==> config.mk <==
export PLATFORM = sky130hd
export DESIGN_NAME = control_unit
export DESIGN_NICKNAME = d
export VERILOG_FILES = /design/src/rtl/control_unit.sv
export SDC_FILE = /design/constraint.sdc
export NUM_CORES = 1
export LEC_CHECK = 0
export CORE_UTILIZATION = 46
export CTS_CLUSTER_DIAMETER = 100
export DETAILED_ROUTE_END_ITERATION = 8
export MAX_ROUTING_LAYER = met4
export PLACE_DENSITY = 0.85
export SYNTH_ARGS = -nofsm -noshare
export SYNTH_HDL_FRONTEND = slang
export SYNTH_SLANG_ARGS = --single-unit
==> constraint.sdc <==
create_clock -name clk -period 2.05 [get_ports clk]
set_input_delay 0.5125 -clock clk [delete_from_list [all_inputs] [get_ports clk]]
set_output_delay 0.5125 -clock clk [all_outputs]
set_load 0.05 [all_outputs]
Fig. 1: run 1, metal 1
Scale bar: 20 um. Supply wires on this layer in grey.
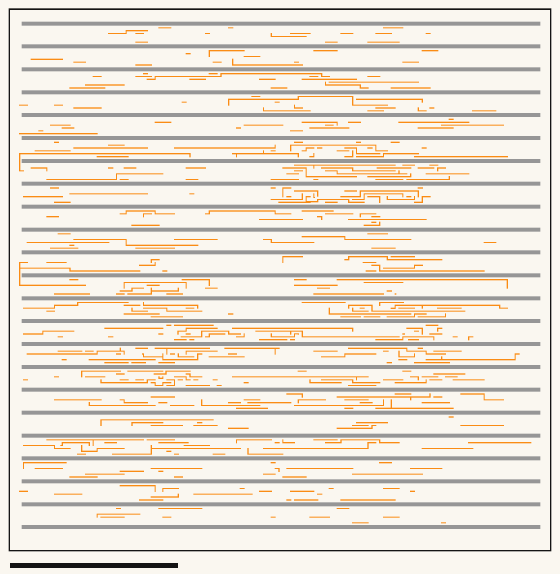
wire length on this layer: 1560 um
longest straight run: 20.2 um
share of all routed wire: 44%
main direction: horizontal
nets with wire on the layer: 194
met1 usage in global routing: 0.243
overall via count from detail_route: 1387
routed wire length: 3520 um

Fig. 2: run 1, metal 2
Scale bar: 20 um.
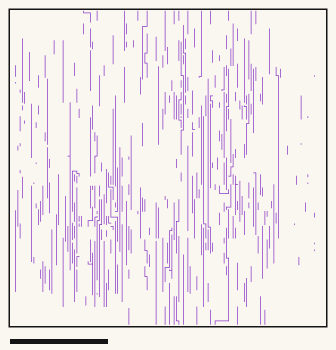
longest straight run: 34.0 um
nets with wire on the layer: 207
main direction: vertical
wire length on this layer: 1740 um
share of all routed wire: 49%
met2 routing resource usage after global routing: 0.287

Fig. 3: run 1, met3 routing
Cells faint in the background.
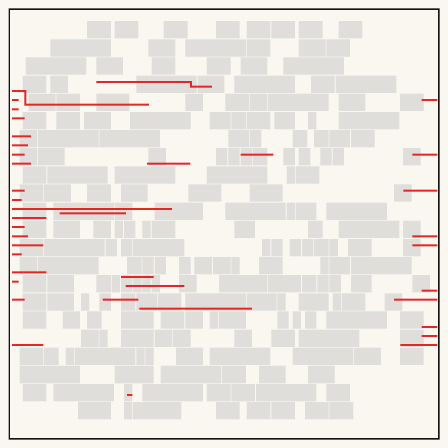
share of all routed wire: 5.5%
wire length on this layer: 194 um
main direction: horizontal
global-route track usage on met3: 0.0643

Fig. 4: run 1, track usage over the die
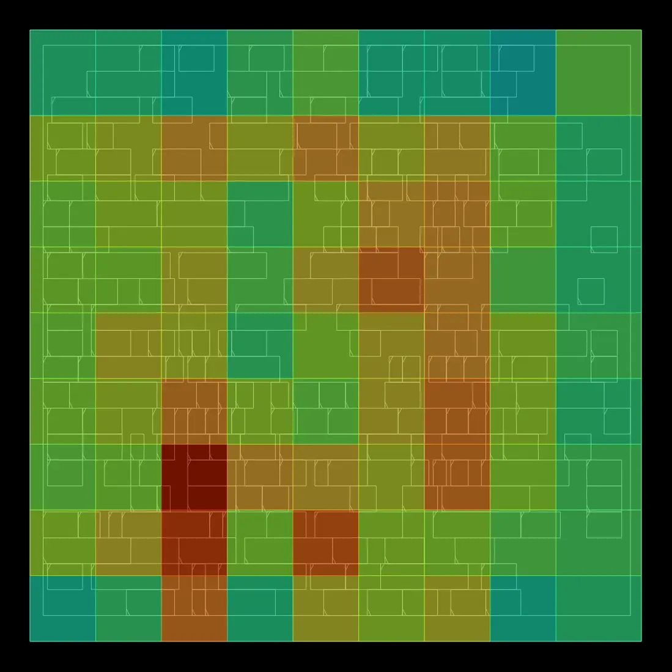
global-route usage over all layers: 0.194
detail-routed net length per standard cell: 13.6 um
most used routing layer in global routing: met2
fraction of the core area covered by cells at the end of the flow: 0.645

==> out/metrics.cfg, run 1 <==
[yosys]
synthArstFlopShare = 1.00
area_fraction_in_full_adders_half_adders_and_majority_gates = 0.00704
synth.most_common_cell = dfrtp_1
post_synthesis_compound_gate_area_fraction = 0.110
synth_flops = 33
netlist-cell-type-count = 30
synthSimpleGateAreaFrac = 0.122
xor_share = 0
ys_top_logic_family = multiplexers
postSynth.topFlopCell = dfrtp_1
synth-warning-count = 0

[worst_setup_path]
slack_of_the_worst_reg_to_reg_path_ns = 0.28
critPathSlowestCell = clkdlybuf4s50_1
timing.critical_path.depth = 4

[final_layout]
inverters = 5
area_growth_syn_to_layout_pct = 33.8
num-nonclk-buffers = 64
final_cell_area_um2 = 2380
n_multi_input_combinational_cell = 101
largest_register_ffs = 16
layout.buffer.nonclock.area_share = 0.263
nNetsFinal = 233
dominant-cell-class = registers

[floorplan]
dieHeight_um = 64.2
n_tap_cell = 48

[place]
dp.final_hpwl_um = 2440

[drt]
top_layer = met4
drt-initial-drc-count = 65
detail_route.first_pass.iterations = 4

[global_route]
antenna_found_initial = 0
wire_length_of_the_first_global_routing_pass_um = 5910
grt_max_degree = 34

[sta]
hold_viol_final = 0
final.setup.worst_slack_ns = 0.00994
clock.fmax_ghz = 0.490
fin_setup_tns_ns = 0
final.period_utilization = 0.995

[status]
run_status = finished, final reports clean

[cts]
post_cts.repair.setup_buffers = 0

Fig. 5: run 1, routed clock nets over the placement
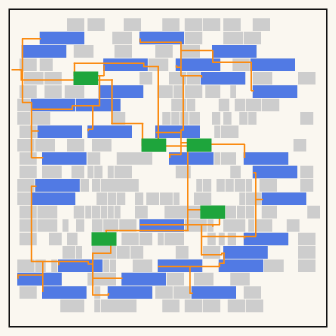

==> run 2, diff against run 1 <==
Settings changed: CAP_MARGIN from default to 25.
Fig. 6: run 2, routed clock nets over the placement
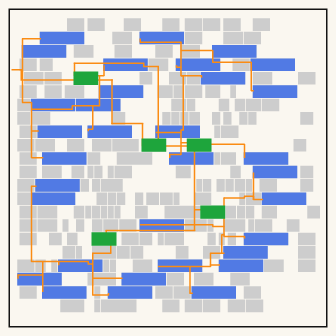
[green] cells driving clock nets | count: 5
[blue] flip-flops | count: 33
[orange] clock wires | length: 414 um
flops lie: spread over the die
routed clock nets: 6
later-pin clock latency in the skew report: 0.28 ns
skew final: 0.00644 ns

==> run 2 against run 1 <==
Against the previous run:
- global-route usage is the same
- critical path depth is the same
- routed wire length shrank 0.17%
- via count grew 0.22%
- flip-flop count is the same
- first-iteration DRC count grew 7.7%
- sequential share of layout area shrank 0.091 points
- synthesized cell count is the same
- setup slack is essentially flat
==> out/metrics.cfg, run 2 <==
[status]
run_status = finished, final reports clean

[yosys]
area_fraction_in_full_adders_half_adders_and_majority_gates = 0.00704
xor_share = 0
synth_flops = 33
netlist-cell-type-count = 30

[final_layout]
inverters = 5
final_cell_area_um2 = 2380
area_growth_syn_to_layout_pct = 34.1
layout.buffer.nonclock.area_share = 0.269
largest_register_ffs = 16
fraction_of_the_core_area_covered_by_cells_at_the_end_of_the_flow = 0.647
num-nonclk-buffers = 65

[place]
dp.final_hpwl_um = 2440

[worst_setup_path]
critPathSlowestCell = clkdlybuf4s50_1
slack_of_the_worst_reg_to_reg_path_ns = 0.38

[sta]
hold_viol_final = 0
clock.fmax_ghz = 0.490
final.setup.worst_slack_ns = 0.0101

[drt]
wire_per_inst_um = 13.6
detail_route.first_pass.iterations = 4
drt-initial-drc-count = 70

[global_route]
grt_util_met2 = 0.287
grt_use_total = 0.194
global_route.usage.met3 = 0.0643
grtUsageMet1 = 0.243

[floorplan]
n_tap_cell = 48

Fig. 7: run 2, metal 2
Scale bar: 20 um.
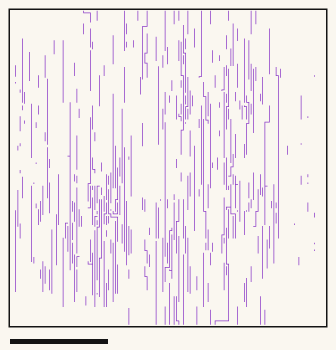
wire length on this layer: 1740 um
main direction: vertical
share of all routed wire: 49%
nets with wire on the layer: 207
overall via count from detail_route: 1390
routed wire length: 3510 um

